--- src/rtl/ttl_74323_pkg.sv ---
// Shared definitions for the 74323 universal shift/storage register:
// mode encodings and the bus-drive decode.
package ttl_74323_pkg;

    typedef enum logic [1:0] {
        MODE_HOLD = 2'b00,
        MODE_SHR  = 2'b01,
        MODE_SHL  = 2'b10,
        MODE_LOAD = 2'b11
    } mode_e;

    // Number of single-bit control inputs resolved alongside the data bus:
    // MR_bar, S[1:0], OE1_bar, OE2_bar, DS0, DS7.
    localparam int NUM_CTL = 7;

    // The chip never drives the bus while loading from it.
    function automatic logic bus_drive(input logic oe1_bar, input logic oe2_bar,
                                       input mode_e mode);
        return !oe1_bar && !oe2_bar && (mode != MODE_LOAD);
    endfunction

endpackage

--- src/rtl/ttl_input_resolve.sv ---
// Floating-input model: any bit that is not a solid 0 (Z or X) reads as 1,
// matching an unconnected TTL input.
module ttl_input_resolve #(
    parameter int WIDTH = 8
) (
    input  logic [WIDTH-1:0] raw,
    output logic [WIDTH-1:0] res
);

    for (genvar i = 0; i < WIDTH; i++) begin : g_bit
        assign res[i] = (raw[i] === 1'b0) ? 1'b0 : 1'b1;
    end

endmodule

--- src/rtl/ttl_74323.sv ---
// 74323 universal shift/storage register with shared bus I/O: hold, shift
// right, shift left and parallel load, synchronous master reset.
module ttl_74323
    import ttl_74323_pkg::*;
#(
    parameter int WIDTH      = 8,
    parameter int DELAY_RISE = 0,
    parameter int DELAY_FALL = 0
) (
    input  logic             Clk,
    input  logic             MR_bar,
    input  logic [1:0]       S,
    input  logic             OE1_bar,
    input  logic             OE2_bar,
    input  logic             DS0,
    input  logic             DS7,
    input  logic [WIDTH-1:0] IO_in,
    output logic [WIDTH-1:0] IO_out,
    output logic             IO_oe,
    output logic             Q0,
    output logic             Q7
);

    logic [WIDTH+NUM_CTL-1:0] raw_in;
    logic [WIDTH+NUM_CTL-1:0] res_in;

    logic             res_mr_bar;
    logic [1:0]       res_s;
    logic             res_oe1_bar;
    logic             res_oe2_bar;
    logic             res_ds0;
    logic             res_ds7;
    logic [WIDTH-1:0] res_bus;
    mode_e            mode;

    // Zero-initialised so the outputs are defined before the first reset.
    logic [WIDTH-1:0] q = '0;

    assign raw_in = {MR_bar, S, OE1_bar, OE2_bar, DS0, DS7, IO_in};

    ttl_input_resolve #(.WIDTH(WIDTH + NUM_CTL)) u_resolve (
        .raw (raw_in),
        .res (res_in)
    );

    assign {res_mr_bar, res_s, res_oe1_bar, res_oe2_bar,
            res_ds0, res_ds7, res_bus} = res_in;
    assign mode = mode_e'(res_s);

    // Reset wins over every mode, including load.
    always_ff @(posedge Clk) begin
        if (!res_mr_bar) begin
            q <= '0;
        end else begin
            unique case (mode)
                MODE_HOLD: q <= q;
                MODE_SHR:  q <= {q[WIDTH-2:0], res_ds0};
                MODE_SHL:  q <= {res_ds7, q[WIDTH-1:1]};
                MODE_LOAD: q <= res_bus;
                default:   q <= q;
            endcase
        end
    end

    assign IO_out = q;
    assign IO_oe  = bus_drive(res_oe1_bar, res_oe2_bar, mode);
    assign Q0     = q[0];
    assign Q7     = q[WIDTH-1];

    // Rise/fall delays are board timing, left to back-annotation; the
    // logical outputs are identical for any delay setting.
    if (DELAY_RISE != 0 || DELAY_FALL != 0) begin : g_timing_annotated
    end

endmodule

--- config.mk ---
export PLATFORM = sky130hd
export DESIGN_NAME = ttl_74323
export DESIGN_NICKNAME = d
export VERILOG_FILES = /design/src/rtl/ttl_74323_pkg.sv /design/src/rtl/ttl_input_resolve.sv /design/src/rtl/ttl_74323.sv
export SDC_FILE = /design/constraint.sdc
export NUM_CORES = 1
export LEC_CHECK = 0
export CAP_MARGIN = 10
export CORE_MARGIN = 8
export CORE_UTILIZATION = 40
export DETAILED_ROUTE_END_ITERATION = 16
export PLACE_DENSITY_LB_ADDON = 0.25
export SYNTH_ARGS = -nofsm -noshare
export SYNTH_HDL_FRONTEND = slang
export SYNTH_HIERARCHICAL = 1
export SYNTH_SLANG_ARGS = --single-unit
--- constraint.sdc ---
create_clock -name Clk -period 2.45 [get_ports Clk]
set_input_delay 0.49 -clock Clk [delete_from_list [all_inputs] [get_ports Clk]]
set_output_delay 0.49 -clock Clk [all_outputs]
set_load 0.05 [all_outputs]
M2 wires:
Drawn at 8 px/um. Cells faint in the background.
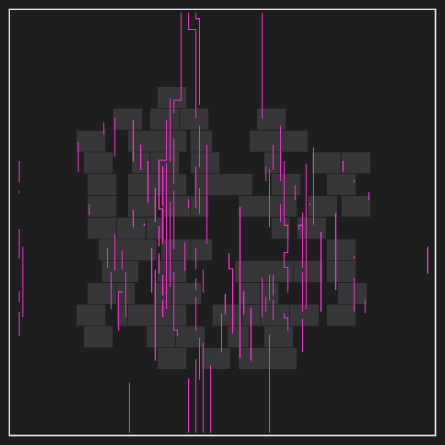
nets with wire on the layer: 72
longest straight run: 18.7 um
main direction: vertical
share of all routed wire: 45%
wire length on this layer: 507 um

Routed clock nets over the placement:
Drawn at 12 px/um.
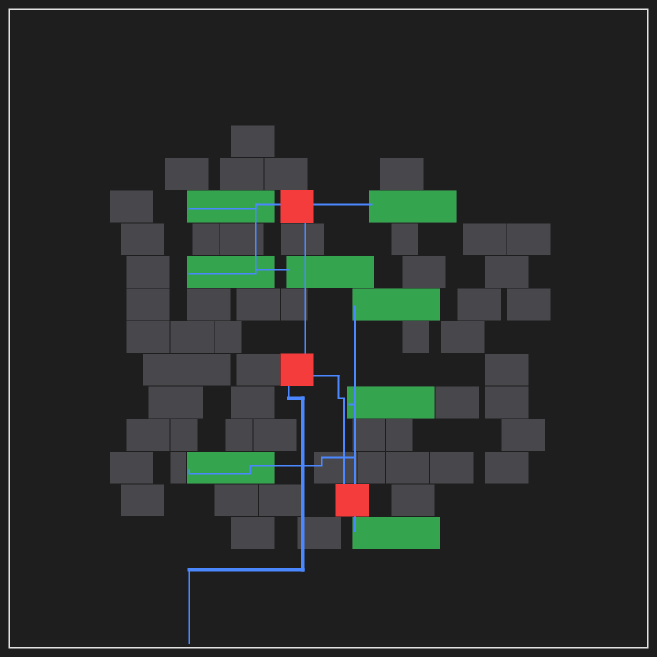
[blue] clock wires | length: 125 um
[red] cells driving clock nets | count: 3
[green] flip-flops | count: 8
routed clock nets: 4
Final Skew: 3.09 ps
clk latency late pin: 250 ps

I/O pins on the die edge:
Drawn at 4 px/um. Pins as bars across the die edge, other pins in grey.
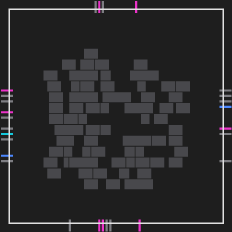
[blue] S | pins: 2 | direction: input | edge: 1 east, 1 west
[cyan] OE2_bar | pins: 1 | direction: input | edge: west
[magenta] IO_in | pins: 8 | direction: input | edge: 3 south, 2 north, 2 west, 1 east
IO Port Bufs: 26
Die X: 53.1 um
Die Y: 53.1 um

Placement by cell class:
Drawn at 8 px/um. Fill, decap, tap and diode cells in grey.
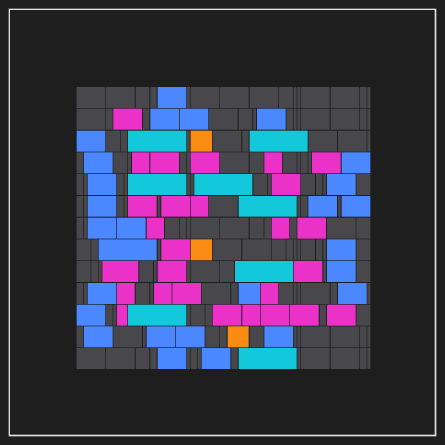
[magenta] all other logic | cells: 27
[cyan] flip-flops | cells: 8
[blue] other buffers and delay cells | cells: 27
[orange] cells driving clock nets | cells: 3

The clock network:
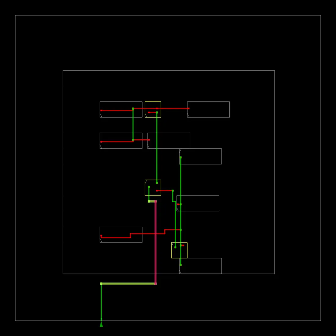
flop count: 8
TritonCTS Buffers: 3
clock-net power: 97.6 uW
clock sinks: 8

[metal layers]
layer  wire, um  part of all wire (%)
met5          0                     0
met4         14                   1.2
met3        126                    11
met2        506                    45
met1        478                    42
[logic make-up (layout without fill, tap and decap cells)]
family | count (synthesis) | count (layout)
buffers and inverters | 20 | 30
muxes | 16 | 16
AOI/OAI and AO/OA | 9 | 9
DFF | 8 | 8
and+or+nand+nor | 2 | 2
[synth_stat cells, drive strengths merged]
master  count
o22ai       8
nand2b      1
mux2i      16
dfxtp       8
nand2       1
a211oi      1
buf        20
[how the worst max path moves through the flow]
stage | startpoint | end | cells after the start
floorplan | S[0] | IO_oe | 4
global placement | S[0] | IO_oe | 3
detailed placement | S[0] | IO_oe | 3
CTS | IO_out[3]$_SDFFE_PN0P_ | IO_out[3] | 1
global route | IO_out[3]$_SDFFE_PN0P_ | IO_out[3] | 1
finish | IO_out[3]$_SDFFE_PN0P_ | IO_out[3] | 1
[stage by stage]
| step | cells | util [%] | cell area (um2) | setup WS [ps] |
|---|---|---|---|---|
| floorplan | 55 | - | 556 | 345 |
| global placement | 77 | 53.0 | 689 | 524 |
| detailed placement | 77 | 53.0 | 689 | 517 |
| CTS | 80 | 54.7 | 712 | 478 |
| global route | 80 | 54.7 | 712 | 440 |
| finish | 80 | 54.7 | 712 | 497 |
[area by class of cell]
cell class | instances | area, um2
fillers | 132 | 589
repair buffers | 27 | 278
multi-input cells | 27 | 233
flip-flops and latches | 8 | 160
clock buffers | 3 | 22.5
well taps | 15 | 18.8
[worst register-to-register path, cell delays in order, from the launching register on]
cell and delay, ps:
dfxtp_1 340, mux2i_1 150, o22ai_1 90
[report_power, final]
part           internal [mW]  switching [mW]  total, mW
clock                 0.0559          0.0418     0.0976
sequential             0.138         0.00749      0.146
combinational         0.0572          0.0640      0.121
==> results.toml <==
# physical design summary
[layout]
nets = 83
lay_top_cells = "25 x clkdlybuf4s50_1, 16 x mux2i_1, 8 x dfxtp_1, 8 x o22ai_1, 3 x clkbuf_4"

[flow_run]
warning_count = 26

[worst_setup_path]
crit_arrival_ps = 1460
reg2reg_to = "IO_out[3]$_SDFFE_PN0P_"
r2r_start = "IO_out[3]$_SDFFE_PN0P_"

[synth]
synthAdderAreaFrac_pct = 0
synth.net_count = 71
yosysTopAreaCell = "dfxtp_1"
synth_flops = 8
synth_cell_types = 10

[clock_network]
clk_path_buf_depth = 2
root_buffer = "clkbuf_4"
cts_tree = "built"
cts_setup_buffers = 0

[sta]
fmax_ghz = 0.512
rsz0062_at_grt = "false"
tightest_slew_ps = 503

[hold_path]
worstHoldStart = "IO_out[7]$_SDFFE_PN0P_"
holdPathEnd = "IO_out[7]$_SDFFE_PN0P_"

[global_route]
antenna_found_initial = 0
grt_pass1_vias = 435
grt_use_met1_pct = 9.00

[detailed_routing]
ant_nets = 0
vias = 408
via_per_inst = 5.10

[status]
status = "finished clean"

[placement]
place_congestion = 0.696
Power figures rest on the tool's default switching activity, not on a simulated workload.
